--- src/rtl/pdec_pkg.sv ---
// Shared types for the polar-decoder schedule sequencer: op encoding,
// sequencer FSM states and the default maximum code-length exponent.
package pdec_pkg;

    typedef enum logic [1:0] {
        OP_F    = 2'd0,
        OP_G    = 2'd1,
        OP_PSUM = 2'd2,
        OP_LEAF = 2'd3
    } op_t;

    typedef enum logic [3:0] {
        ST_IDLE,
        ST_INITF,
        ST_LEAF,
        ST_RREQ,
        ST_RCAP,
        ST_PSUM,
        ST_G,
        ST_F,
        ST_DONE
    } state_t;

    localparam int NMAX_DEF = 14;

endpackage

--- src/rtl/pdec_sched.sv ---
// Successive-cancellation schedule sequencer. Walks the leaves of one
// codeword, reads the per-leaf tree depth from an external ROM and issues
// the F / G / PSUM / LEAF op stream over a valid/ready handshake.
module pdec_sched
    import pdec_pkg::*;
#(
    parameter int D    = 16384,
    parameter int W    = 4,
    parameter int NMAX = $clog2(D)
) (
    input  logic                 clk,
    input  logic                 rst,
    input  logic                 start,
    input  logic [3:0]           cfg_n,
    output logic                 busy,
    output logic                 done,
    output logic                 err,
    output logic                 rom_ce,
    output logic [$clog2(D)-1:0] rom_addr,
    input  logic [W-1:0]         rom_rdata,
    output logic                 op_valid,
    input  logic                 op_ready,
    output logic [1:0]           op_type,
    output logic [3:0]           op_stage,
    output logic [$clog2(D)-1:0] op_leaf
);

    localparam int AW = $clog2(D);
    localparam int DW = $clog2(NMAX + 1);
    localparam logic [4:0]  NMAX_V = 5'(NMAX);
    localparam logic [AW:0] ONE    = (AW + 1)'(1);

    state_t        state, state_next;
    logic [3:0]    n_reg, n_next;
    logic [AW-1:0] i_reg, i_next;
    logic [3:0]    s_reg, s_next;
    logic [3:0]    d_reg, d_next;
    logic          err_reg, err_next;

    logic [AW:0]   leaf_span;
    logic          last_leaf;
    logic [3:0]    d_raw;
    logic [3:0]    d_clamped;
    logic          fire;

    // Index of the final leaf is 2^n - 1; one extra bit lets n reach AW.
    assign leaf_span = (ONE << n_reg) - ONE;
    assign last_leaf = (i_reg == leaf_span[AW-1:0]);

    // Only the low DW bits of the ROM word carry depth; any depth that would
    // climb past the root is a ROM fault and is pinned to the top stage.
    assign d_raw     = 4'(rom_rdata[DW-1:0]);
    assign d_clamped = (d_raw >= n_reg) ? (n_reg - 4'd1) : d_raw;

    assign fire = op_valid && op_ready;

    // State and walk counters; async reset aborts a codeword on the spot.
    always_ff @(posedge clk or posedge rst) begin
        if (rst) begin
            state   <= ST_IDLE;
            n_reg   <= 4'd0;
            i_reg   <= '0;
            s_reg   <= 4'd0;
            d_reg   <= 4'd0;
            err_reg <= 1'b0;
        end else begin
            state   <= state_next;
            n_reg   <= n_next;
            i_reg   <= i_next;
            s_reg   <= s_next;
            d_reg   <= d_next;
            err_reg <= err_next;
        end
    end

    // Next-state walk plus the Moore-style op, ROM and status outputs.
    always_comb begin
        state_next = state;
        n_next     = n_reg;
        i_next     = i_reg;
        s_next     = s_reg;
        d_next     = d_reg;
        err_next   = 1'b0;

        op_valid = 1'b0;
        op_type  = OP_F;
        op_stage = 4'd0;
        op_leaf  = i_reg;
        rom_ce   = 1'b0;
        rom_addr = i_reg;
        busy     = (state != ST_IDLE);
        done     = 1'b0;
        err      = err_reg;

        case (state)
            ST_IDLE: begin
                if (start) begin
                    if ({1'b0, cfg_n} > NMAX_V) begin
                        err_next = 1'b1;
                    end else begin
                        n_next = cfg_n;
                        i_next = '0;
                        if (cfg_n != 4'd0) begin
                            state_next = ST_INITF;
                            s_next     = cfg_n - 4'd1;
                        end else begin
                            state_next = ST_LEAF;
                        end
                    end
                end
            end
            ST_INITF: begin
                op_valid = 1'b1;
                op_type  = OP_F;
                op_stage = s_reg;
                if (fire) begin
                    if (s_reg == 4'd0) state_next = ST_LEAF;
                    else               s_next     = s_reg - 4'd1;
                end
            end
            ST_LEAF: begin
                op_valid = 1'b1;
                op_type  = OP_LEAF;
                if (fire) state_next = last_leaf ? ST_DONE : ST_RREQ;
            end
            ST_RREQ: begin
                rom_ce     = 1'b1;
                state_next = ST_RCAP;
            end
            ST_RCAP: begin
                d_next = d_clamped;
                i_next = i_reg + AW'(1);
                if (d_clamped != 4'd0) begin
                    state_next = ST_PSUM;
                    s_next     = 4'd0;
                end else begin
                    state_next = ST_G;
                end
            end
            ST_PSUM: begin
                op_valid = 1'b1;
                op_type  = OP_PSUM;
                op_stage = s_reg;
                if (fire) begin
                    if (s_reg == d_reg - 4'd1) state_next = ST_G;
                    else                       s_next     = s_reg + 4'd1;
                end
            end
            ST_G: begin
                op_valid = 1'b1;
                op_type  = OP_G;
                op_stage = d_reg;
                if (fire) begin
                    if (d_reg != 4'd0) begin
                        state_next = ST_F;
                        s_next     = d_reg - 4'd1;
                    end else begin
                        state_next = ST_LEAF;
                    end
                end
            end
            ST_F: begin
                op_valid = 1'b1;
                op_type  = OP_F;
                op_stage = s_reg;
                if (fire) begin
                    if (s_reg == 4'd0) state_next = ST_LEAF;
                    else               s_next     = s_reg - 4'd1;
                end
            end
            ST_DONE: begin
                done       = 1'b1;
                state_next = ST_IDLE;
            end
            default: state_next = ST_IDLE;
        endcase
    end

endmodule

--- config.mk ---
export PLATFORM = sky130hd
export DESIGN_NAME = pdec_sched
export DESIGN_NICKNAME = d
export VERILOG_FILES = /design/src/rtl/pdec_pkg.sv /design/src/rtl/pdec_sched.sv
export SDC_FILE = /design/constraint.sdc
export NUM_CORES = 1
export LEC_CHECK = 0
export ABC_AREA = 1
export CORE_MARGIN = 5
export CORE_UTILIZATION = 40
export CTS_CLUSTER_SIZE = 25
export DETAILED_ROUTE_END_ITERATION = 16
export PLACE_DENSITY = 0.72
export SLEW_MARGIN = 0
export SYNTH_ARGS = -nofsm -noshare
export SYNTH_HDL_FRONTEND = slang
export SYNTH_SLANG_ARGS = --single-unit
--- constraint.sdc ---
create_clock -name clk -period 2.5 [get_ports clk]
set_input_delay 0.375 -clock clk [delete_from_list [all_inputs] [get_ports clk]]
set_output_delay 0.375 -clock clk [all_outputs]
set_load 0.005 [all_outputs]
==> reports/notes.md <==
0 antenna diodes ended up in the layout. The worst setup path is launched from a flop. After detailed routing, the number of remaining DRC violations is 0. The script reports the combined buffer and inverter count of the critical path as 3. Per the placement log, port buffering inserted 50 buffers. For the global routing met3 resource utilization, the log shows 0.0255.

Entering global routing, the biggest net connects 32 pins. Yosys mapped a number of flops with a built-in enable equal to 0. The simple-gate share of the synthesized area is 0.371, and the total leakage power is 1.83 nW. The final-report setup violation count was 0; the clock-pin transition on the worst setup and hold timing paths was 0.07 ns. For the worst flop-to-flop path, the logic depth is 18. The standard cell core area came out at 7730 um^2.

The run gives 4 as the first-pass iteration count of the detailed router. Per the post-synthesis report, the nets total 479. With the worst max-slew margin expressed relative to the limit at 0.725, the largest fanout on the critical path is 8. Pin placement for this block handled 51 I/O pins. During synthesis, Yosys emitted a total of 0 warnings. Sorting the synthesis cell report by count puts at the top nand2_1. The fraction of synthesis flops using an asynchronous set or reset pin works out to 1.00. The number of fill cells was 737. Cell at the root of the clock tree: clkbuf_8.

Synthesis produced a netlist whose cell count is 449. Counting endpoints that fail hold in the final report gives 0. Dividing the detail-routed via count by the number of cells gives 5.09. The detailed placer reported the number of placed instances as 594.

Routability-driven placement finished with a final weighted congestion of 0.904. The placed instances occupy a cell area of 3730 um^2. The synthesized flop and latch total is 31.

The run finished with clean final reports. The chip area line of the yosys report was 3160 um^2; the per-instance average area after synthesis was 7.04 um^2. The endpoint kind of the worst setup timing path was an output port.

With the top-area cell type share of the netlist area at 0.245, the remaining number of nets flagged by the antenna check after routing is 0. For the final routed database, the setup TNS stands at 0 ns. First-pass GRT wire length: 13600 um. The cell area after synthesis came out at 3160 um^2.

Distinct cell type count of the synthesized netlist: 43. With the highest cell delay on the worst timing path at 0.54 ns, the clock network latency to the later pin of the worst-skew pair is 0.28 ns. Counting along the longest clock path gives a buffer depth of 2. Summed over all instances, the cell type with the most area after synthesis is dfrtp_1. The launch point of the worst register-to-register path is recorded as n_reg[1].

The share of layout cells above drive strength 1 came out at 0.161. The report puts the hold buffer count at CTS at 0. Summed over all layers, the global routing overflow is 0.

With the number of global-route vias before repair at 2988, the largest clock skew in the final design is 0.00510 ns. For the met1 track demand over resource in global routing, the log shows 0.209. The commonest cells after synthesis are nand2_1, inv_1, nand3_1.
logic make-up after synthesis:
group | after synthesis
AND-OR/OR-AND | 60
XOR/XNOR | 22
buffers and inverters | 92
adder cells (fa/ha/maj) | 18
flip-flops | 31
AND/OR/NAND/NOR | 226
worst min-delay path: stages:
cell             delay, ns
clkdlybuf4s50_1       0.39
inv_1                 0.05
buf_4                 0.36
metrics by stage:
stage / utilization / hold WS [ns] / power [mW]
3_3_place_gp: 0.482 / 0.500 / 3.97
5_1_grt: 0.505 / 0.532 / 5.17
2_1_floorplan: - / 0.453 / 3.28
6_report: 0.505 / 0.469 / 4.66
4_1_cts: 0.494 / 0.482 / 4.51
3_5_place_dp: 0.482 / 0.486 / 4.08
layer usage:
metal	wire length, um	vias to the layer above
li1	-	1553
met1	3580	1444
met2	3900	71
met3	311	12
met4	123	0
met5	0	-
cell usage in the layout, fill, tap and decap left out, types with 3 or more instances in the layout:
| master | n |
|---|---|
| nor3_1 | 9 |
| o21ai_0 | 25 |
| nor2_1 | 33 |
| clkbuf_8 | 6 |
| nand2_1 | 98 |
| inv_1 | 61 |
| nand3_2 | 7 |
| a21oi_1 | 15 |
| ha_1 | 13 |
| xnor2_1 | 5 |
| nor2_2 | 6 |
| nand2_2 | 7 |
| nand3_4 | 7 |
| buf_4 | 17 |
| inv_2 | 7 |
| inv_4 | 3 |
| nand4_1 | 9 |
| xor2_1 | 17 |
| clkdlybuf4s50_1 | 50 |
| nand3_1 | 32 |
| dfrtp_1 | 30 |
| o21ai_1 | 4 |
| ha_4 | 3 |
| nor2_4 | 6 |
| o22ai_1 | 4 |
| nor3b_1 | 3 |
| nor4_1 | 3 |
final cells by class:
cell class                      count  area [um^2]  area share
Tap cell                          102          128      0.0327
Timing Repair Buffer               67          628       0.161
Multi-Input combinational cell    326         2000       0.513
Sequential cell                    31          777       0.199
Clock buffer                        6         82.6      0.0212
Clock inverter                      1         5.00     0.00128
Inverter                           72          279      0.0715
power by group:
group	switching, mW	internal (mW)
logic	2.05	1.38
clock network	0.190	0.216
registers	0.165	0.646
worst max path at each step:
stage	from	depth (start not counted)	end	slack, ns
final	state[3]	6	op_stage[1]	0.08
after global routing	n_reg[1]	18	state[1]	-0.03
after CTS	n_reg[0]	18	state[0]	0.07
after detailed placement	rom_rdata[3]	10	s_reg[0]	-0.09
after global placement	rom_rdata[3]	10	s_reg[3]	0.06
after floorplan	n_reg[0]	18	state[0]	0.19
timing repair:
| action | in CTS | in global routing |
|---|---|---|
| hold endpoints to repair | 0 | 0 |
| buffers inserted | 0 | 4 |
| gates resized | 0 | 15 |
| setup endpoints to repair | 0 | 9 |
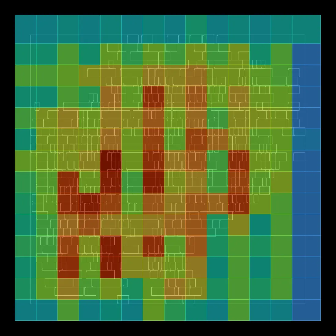
*Routing congestion*
combined global-route utilization of all metal layers: 0.164
GRT Max-Usage Layer: met2

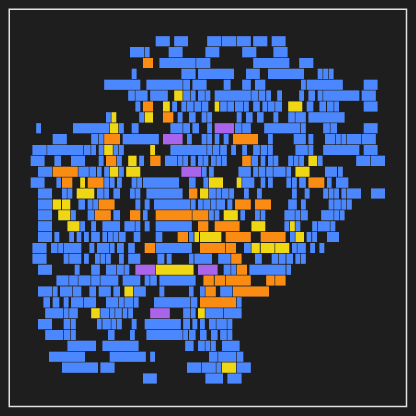
*Drive-strength map*
Scale: 4 px per um.
- blue: _0 and _1 cells (cells 422; share 84%)
- yellow: _2 cells (cells 37; share 7.4%)
- purple: _6 and larger (cells 6; share 1.2%)
- orange: _3 and _4 cells (cells 38; share 7.6%)
area growth from synthesis to final layout: 23.4%
worst setup slack after layout: 0.0829 ns
Buffers, non-clock: 67
cell area after layout: 3900 um^2

Power figures rest on the tool's default switching activity, not on a simulated workload.
